<file path="config.mk">
export PLATFORM = sky130hd
export DESIGN_NAME = four_sel
export DESIGN_NICKNAME = d
export VERILOG_FILES = /design/src/rtl/four_sel.sv
export SDC_FILE = /design/constraint.sdc
export NUM_CORES = 1
export LEC_CHECK = 0
export CAP_MARGIN = 0
export CORE_UTILIZATION = 29
export CTS_CLUSTER_SIZE = 30
export DETAILED_ROUTE_END_ITERATION = 12
export SLEW_MARGIN = 20
export SYNTH_ARGS = -nofsm -noshare
export SYNTH_HDL_FRONTEND = slang
export SYNTH_SLANG_ARGS = --single-unit
</file>
<file path="constraint.sdc">
create_clock -name clk -period 1.4 [get_ports clk]
set_input_delay 0.42 -clock clk [delete_from_list [all_inputs] [get_ports clk]]
set_output_delay 0.42 -clock clk [all_outputs]
set_load 0.02 [all_outputs]
</file>
<file path="src/rtl/four_sel.sv">
// four_sel: 4:1 data selector with a registered output copy and
// select-change tracking.
//
// Ports:
//   clk        system clock, all state updates on the rising edge
//   rst_n      asynchronous active-low reset
//   en         update enable for y_q, sel_q, sel_chg and chg_cnt
//   a, b, c, d data inputs, chosen by sel = 00 / 01 / 10 / 11
//   sel        source select
//   y          combinational selected data, valid during reset
//   y_q        selected data, registered one enabled cycle later
//   sel_onehot combinational one-hot decode of sel
//   sel_chg    one-cycle pulse after an enabled edge that saw sel change
//   chg_cnt    saturating count of select changes
module four_sel #(
  parameter int WIDTH = 1,
  parameter int CNT_W = 8
) (
  input  logic             clk,
  input  logic             rst_n,
  input  logic             en,
  input  logic [WIDTH-1:0] a,
  input  logic [WIDTH-1:0] b,
  input  logic [WIDTH-1:0] c,
  input  logic [WIDTH-1:0] d,
  input  logic [1:0]       sel,
  output logic [WIDTH-1:0] y,
  output logic [WIDTH-1:0] y_q,
  output logic [3:0]       sel_onehot,
  output logic             sel_chg,
  output logic [CNT_W-1:0] chg_cnt
);

  // Last select captured on an enabled edge; this is the reference a
  // change is detected against, so edits made while en=0 still count.
  logic [1:0] sel_q;
  logic       sel_diff;

  always_comb begin
    y = a;
    case (sel)
      2'b00:   y = a;
      2'b01:   y = b;
      2'b10:   y = c;
      default: y = d;
    endcase
  end

  assign sel_onehot = 4'b0001 << sel;
  assign sel_diff   = (sel != sel_q);

  always_ff @(posedge clk or negedge rst_n) begin
    if (!rst_n) begin
      y_q     <= '0;
      sel_q   <= 2'b00;
      sel_chg <= 1'b0;
      chg_cnt <= '0;
    end else if (en) begin
      y_q     <= y;
      sel_q   <= sel;
      sel_chg <= sel_diff;
      // Counter sticks at all-ones until the next reset.
      if (sel_diff && (chg_cnt != {CNT_W{1'b1}}))
        chg_cnt <= chg_cnt + CNT_W'(1);
    end else begin
      sel_chg <= 1'b0;
    end
  end

endmodule

</file>
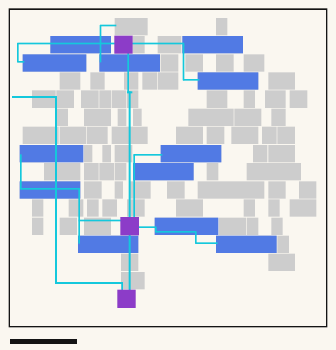
*Clock distribution*
Scale bar: 10 µm.
[purple] clock drivers | count: 3
[cyan] clock wires | length: 189 µm
[blue] flip-flops | count: 12
routed clock nets: 4

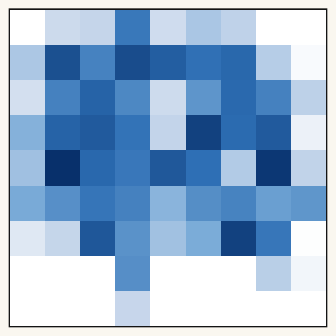
*Local utilization*
The die is cut into 9 by 9 equal tiles; white is low, dark blue is high, 0 to 100% covered.
tiles over 75% full: 21%
mean over tiles: 43%
emptiest ninth of the die: south-west
fullest tile: 100%
nearly empty tiles: 22%

==> changes_impl.md <==
## Implementation

- CTS tree: yes
- Synth Net Count: approximately 60
- Inst Count DP: ~110
- # Cells Yosys: 49
- Top Consumer: combinational cells
- DPL Wire Length: roughly 1000 µm
- WP buf/inv: 2
- IO Count: 24
- Well-Tap Cells: 27
- Vias per cell: around 4.6
- CTS Buf Count: 3
- Routed Antenna Nets: 0
- RePlAce Congestion: ~0.72
- Vias in the first global route: 509
- Worst slack at placement: -1.02 ns
- Final setup viols: 2
- Post-synthesis cell count: ~49
- Post-synth seq share: around half
- Max Clock Freq: 638 MHz
- Combinational power share: between 40 and 50%
- Port bufs: 23
- Setup CP Type: in -> out
- Met1 usage: between 10% and 20%
- Worst hold margin: ~0.43 ns
- Metal2 WL: slightly above 600 µm
- Failing checks: negative setup slack
- Outcome: finished with violations
- Final worst slack: -0.167 ns
- Finished Layout Cells: ~120
- Largest class: logic gates
- Multi-input gate area: 322 µm²
- Reg area: between 300 and 400 µm²
- Sink Count: 12
- CTS Buffer Depth: 2
- Yosys reg bits: 12
- Non-clock buffer total of the final layout: 40
- Fill cell count: 195
- RSZ-0062 raised after global routing: yes
- P_seq: around 0.00053 W
- Area fraction in mux cells: around 16%
- Crit path DRT: 0.98 ns
- Internal Power: ~0.001 W
- H-tree depth: 1
- Comb. pwr: ~0.00077 W
- Simple share: about an eighth
- Final period utilization: 112%
- Remaining Overflow, GRT: 0
## flip-flops by register name (all words and copies together) (netlist names)
register	count
chg_cnt	8
sel_q	2
sel_chg	1
y_q	1
## worst reg2reg max path: cells and delay by family, from the launching register on
family                    cells  cell delay (ns)
muxes                         1             0.29
xor gates and xnor gates      1             0.16
DFF                           1             0.44
AOI/OAI and AO/OA             2             0.43
## synth_stat cells (2+ instances only)
| cell | count | share of area [%] |
|---|---|---|
| nand2_1 | 3 | 1.9 |
| dfrtp_1 | 12 | 50 |
| nor2b_1 | 3 | 3.1 |
| mux2_1 | 3 | 5.7 |
| a31oi_1 | 3 | 3.1 |
| a21oi_1 | 2 | 1.7 |
| nand3_1 | 2 | 1.7 |
| xnor2_1 | 3 | 4.4 |
| nor2_1 | 2 | 1.3 |
| mux2_2 | 3 | 5.7 |
| nand4_1 | 3 | 3.1 |
## through the flow
stage	cell area [µm²]	utilization (%)	power (W)
2_1_floorplan	598	-	0.000916
3_3_place_gp	967	49.8	0.00134
3_5_place_dp	967	49.8	0.00134
4_1_cts	983	50.6	0.00156
5_1_grt	1000	51.6	0.00170
6_report	1000	51.6	0.00157
## cell usage in the layout, fill, tap and decap left out, drive strengths merged
master,count
nand3,2
a41oi,1
dlygate4sd2,2
and3,1
o21a,1
xnor2,3
clkdlybuf4s15,2
a21boi,1
o211ai,1
mux2,6
nor2b,3
clkdlybuf4s50,1
xor2,1
and2,1
clkbuf,9
dfrtp,12
a31oi,3
a21oi,2
nand4,3
buf,30
ha,1
mux4,1
inv,1
nand2,3
nor2,2
## timing repair
| action | CTS | global route |
|---|---|---|
| hold endpoints to repair | 0 | 0 |
| setup buffers | 2 | 2 |
| endpoints found under the setup margin | 24 | 12 |
| pin swaps | 1 | 7 |
| gates resized | 71 | 15 |
Power and IR drop assume default switching activity.
